===== src/rtl/inner_product_arbiter.sv =====
// rtl/inner_product_arbiter.sv - two-requester round-robin arbiter around a shared multiply-accumulate dot-product engine
module inner_product_arbiter #(
    parameter int WIDTH = 32,
    parameter int LEN   = 3
) (
    input  logic             clk,
    input  logic             rst,
    input  logic [1:0]       req,
    input  logic [WIDTH-1:0] a0,
    input  logic [WIDTH-1:0] b0,
    input  logic [WIDTH-1:0] a1,
    input  logic [WIDTH-1:0] b1,
    input  logic [1:0]       in_valid,
    output logic [1:0]       in_ready,
    output logic [1:0]       gnt,
    output logic [WIDTH-1:0] res,
    output logic             res_id,
    output logic             res_valid,
    input  logic             res_ready
);

    typedef enum logic [1:0] {
        IDLE = 2'd0,
        BUSY = 2'd1,
        DONE = 2'd2
    } state_t;

    localparam logic [7:0] LAST_IDX = 8'(LEN - 1);

    state_t           state_q, state_d;
    logic [1:0]       gnt_q, gnt_d;
    logic             owner_q, owner_d;
    logic             last_owner_q, last_owner_d;
    logic [WIDTH-1:0] acc_q, acc_d;
    logic [7:0]       cnt_q, cnt_d;
    logic [WIDTH-1:0] res_q, res_d;
    logic             res_id_q, res_id_d;

    logic [WIDTH-1:0] a_sel;
    logic [WIDTH-1:0] b_sel;
    logic [WIDTH-1:0] prod;
    logic [WIDTH-1:0] acc_sum;
    logic             winner;

    // Product and sum are kept at WIDTH bits so the accumulator wraps silently.
    assign a_sel   = owner_q ? a1 : a0;
    assign b_sel   = owner_q ? b1 : b0;
    assign prod    = a_sel * b_sel;
    assign acc_sum = acc_q + prod;

    always_ff @(posedge clk or negedge rst) begin
        if (!rst) begin
            state_q      <= IDLE;
            gnt_q        <= 2'b00;
            owner_q      <= 1'b0;
            last_owner_q <= 1'b1;
            acc_q        <= '0;
            cnt_q        <= 8'd0;
            res_q        <= '0;
            res_id_q     <= 1'b0;
        end else begin
            state_q      <= state_d;
            gnt_q        <= gnt_d;
            owner_q      <= owner_d;
            last_owner_q <= last_owner_d;
            acc_q        <= acc_d;
            cnt_q        <= cnt_d;
            res_q        <= res_d;
            res_id_q     <= res_id_d;
        end
    end

    always_comb begin
        state_d      = state_q;
        gnt_d        = gnt_q;
        owner_d      = owner_q;
        last_owner_d = last_owner_q;
        acc_d        = acc_q;
        cnt_d        = cnt_q;
        res_d        = res_q;
        res_id_d     = res_id_q;
        in_ready     = 2'b00;
        res_valid    = 1'b0;
        winner       = req[~last_owner_q] ? ~last_owner_q : last_owner_q;

        case (state_q)
            IDLE: begin
                if (req != 2'b00) begin
                    gnt_d   = winner ? 2'b10 : 2'b01;
                    owner_d = winner;
                    acc_d   = '0;
                    cnt_d   = 8'd0;
                    state_d = BUSY;
                end
            end
            BUSY: begin
                // req is deliberately ignored here: the owner keeps the grant until the result is taken.
                in_ready[owner_q] = 1'b1;
                if (in_valid[owner_q]) begin
                    acc_d = acc_sum;
                    cnt_d = cnt_q + 8'd1;
                    if (cnt_q == LAST_IDX) begin
                        res_d    = acc_sum;
                        res_id_d = owner_q;
                        state_d  = DONE;
                    end
                end
            end
            DONE: begin
                res_valid = 1'b1;
                if (res_ready) begin
                    last_owner_d = owner_q;
                    gnt_d        = 2'b00;
                    state_d      = IDLE;
                end
            end
            default: begin
                state_d = IDLE;
                gnt_d   = 2'b00;
            end
        endcase
    end

    assign gnt    = gnt_q;
    assign res    = res_q;
    assign res_id = res_id_q;

endmodule


===== config.mk =====
export PLATFORM = sky130hd
export DESIGN_NAME = inner_product_arbiter
export DESIGN_NICKNAME = d
export VERILOG_FILES = /design/src/rtl/inner_product_arbiter.sv
export SDC_FILE = /design/constraint.sdc
export NUM_CORES = 1
export LEC_CHECK = 0
export CAP_MARGIN = 10
export CELL_PAD_IN_SITES_DETAIL_PLACEMENT = 0
export CELL_PAD_IN_SITES_GLOBAL_PLACEMENT = 2
export CORE_ASPECT_RATIO = 1.1
export CORE_UTILIZATION = 41
export DETAILED_ROUTE_END_ITERATION = 10
export MAX_ROUTING_LAYER = met4
export PLACE_DENSITY_LB_ADDON = 0.3
export SETUP_SLACK_MARGIN = 0.2
export SYNTH_ARGS = -nofsm -noshare
export SYNTH_HDL_FRONTEND = slang
export SYNTH_SLANG_ARGS = --single-unit

===== constraint.sdc =====
create_clock -name clk -period 19.5 [get_ports clk]
set_clock_uncertainty 0.05 [all_clocks]
set_input_delay 5.85 -clock clk [delete_from_list [all_inputs] [get_ports clk]]
set_output_delay 5.85 -clock clk [all_outputs]
set_load 0.02 [all_outputs]

==> out/qor_table.md <==
| Parameter | Value | Unit |
|---|---|---|
| Overall routed net length | 61.7 | mm |
| Clock-pin slew of the registers on the worst-case setup and hold paths | 0.06 | ns |
| Initial antenna violation count | 1 | - |
| Worst slew margin | 19.4 | % |
| Fill cell total of the finished layout | 4781 | - |
| # Cells Yosys | 2258 | - |
| Gate count of the mapped netlist | 2258 | - |
| Top Metal Used | met4 | - |
| Clock net sink count | 79 | - |
| Synthesis-to-finish area growth | 14.2 | % |
| Reported max-cap violation count | 0 | - |
| Wire length on met2 | 28.6 | mm |
| Via count of the first global-routing pass | 17000 | - |
| Nets | 3086 | - |
| Routed length on met3 | 3.70 | mm |
| Sequential cell area | 1980 | um2 |
| Aggregate global routing overflow | 0 | - |
| Most used cell, CP | sky130_fd_sc_hd__fa_1 | - |
| Number of CTS-inserted buffers | 9 | - |
| Startpoint type of the worst setup path | input pin | - |
| Layer with the highest usage | met2 | - |
| Last weighted congestion value of the routability-driven placer | 0.881 | - |
| Met1 demand-to-capacity share in global routing | 35.6 | % |
| Fraction of the core area occupied by cells at floorplan | 41.5 | % |
| Sum of buffers and inverters on the critical path | 6 | - |
| Worst min path class | reg2reg | - |
| Maximum number of pins on one net before global-route repair | 70 | - |
| Number of pins with negative max-slew slack in the final report | 0 | - |
| Metal-1 WL | 27.5 | mm |
| Area after DPL | 22900 | um2 |
| Result of the run | completed | - |
| Grt met3 use | 3.63 | % |
| Clock tree from TritonCTS | done | - |
| CP Data Required Time | 19.67 | ns |
| Leading post-synthesis cells by cell area | sky130_fd_sc_hd__fa_1 (43%), sky130_fd_sc_hd__dfrtp_1 (9.6%), sky130_fd_sc_hd__inv_1 (9.2%), sky130_fd_sc_hd__ha_1 (7.7%), sky130_fd_sc_hd__nor2_1 (7.1%) | - |
| DRC errors left | 0 | - |
| Core ar. | 49000 | um2 |
| Post-CTS Repair Setup Buffers | 0 | - |
| Detailed-placement wirelength estimate | 51.1 | mm |
| Top cells by count, synth | sky130_fd_sc_hd__inv_1 (500), sky130_fd_sc_hd__fa_1 (438), sky130_fd_sc_hd__nor2_1 (387) | - |
| Post-route cell area | 23200 | um2 |
| Total number of H-tree levels | 3 | - |
| RSZ-0062 raised after global routing | no | - |
| Post-cts hold buffer count | 0 | - |
| Vias per std cell | 5.03 | - |
| Row count | 85 | - |
| Synthesis area per yosys | 20400 | um2 |
| Biggest cell delay along the critical path | 0.68 | ns |
| Wirelength per Cell | 20.3 | um |
| Max Fanout on Critical Path | 19 | - |
| Most frequently placed logic cells in the final layout | sky130_fd_sc_hd__inv_1 (500), sky130_fd_sc_hd__fa_1 (438), sky130_fd_sc_hd__nor2_1 (387) | - |
| Fraction of registers with async set or reset after synthesis | 100 | % |
| Insertion delay to the later sink of the worst-skew pair | 0.34 | ns |
worst paths after layout:
check                                         to  depth (start not counted)
min in group asynchronous    owner_q$_DFFE_PN0P_                          1
hold / removal              acc_q[2]$_DFFE_PN0P_                          2
setup reg to reg             res[31]$_DFFE_PN0P_                         29
setup / recovery             res[31]$_DFFE_PN0P_                         27
max in group asynchronous  acc_q[18]$_DFFE_PN0P_                          2
hold reg to reg             acc_q[2]$_DFFE_PN0P_                          2
sequential cells by signal, indices dropped and copies added (netlist names):
name,flops
acc_q,32
res,32
cnt_q,8
gnt,2
state_q,2
last_owner_q,1
owner_q,1
res_id,1
final cells by class:
type | instances | area share [%]
diodes | 1 | 0.0108
clock buffers | 10 | 0.985
multi-input cells | 1585 | 69.6
clock inverters | 6 | 0.576
flip-flops and latches | 79 | 8.53
inverters | 500 | 8.07
well taps | 652 | 3.51
repair buffers | 212 | 8.69
through the flow:
stage / worst slack (ns) / hold WS, ns / utilization (%) / std cells
after floorplan: 6.34 / 0.399 / - / 2258
after global placement: 5.23 / 0.416 / 46.7 / 3028
after detailed placement: 5.15 / 0.420 / 46.7 / 3028
after CTS: 5.48 / 0.437 / 47.4 / 3044
after global routing: 5.16 / 0.461 / 47.4 / 3045
final: 5.50 / 0.427 / 47.4 / 3045
cells by family (layout without fill, tap and decap cells):
group	count (synthesis)	count (layout)	synth area share, %
mux	99	99	5.44
xor+xnor	93	93	4.14
compound gates	155	155	4.71
other cells	0	1	0
buf+inv	594	728	11.3
fa+ha+maj	564	564	50.8
simple gates	674	674	13.9
flops	79	79	9.71
Fig. 1: port wiring
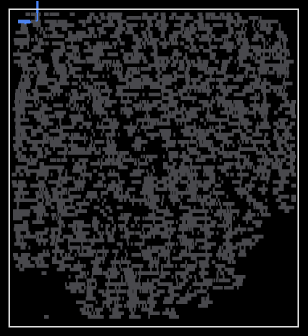
| port | colour | direction | edge | end cells | wire |
|---|---|---|---|---|---|
| res_id | blue | output | top | 1 | 15.5 um |

Fig. 2: met3 routing
The bar under the picture is 50 um long.
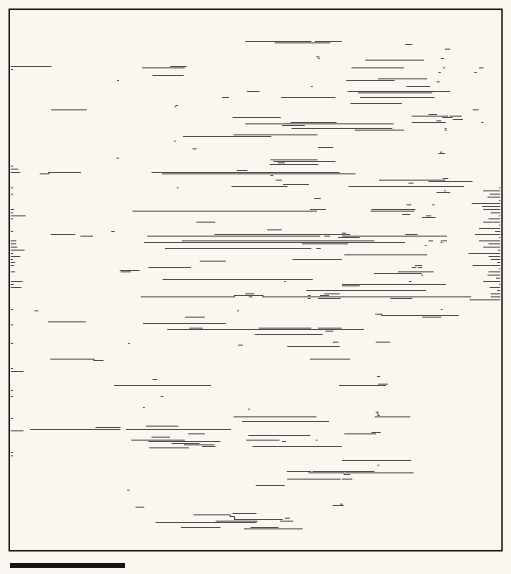
main direction: horizontal
nets with wire on the layer: 174
share of all routed wire: 6.0%
longest straight run: 114 um

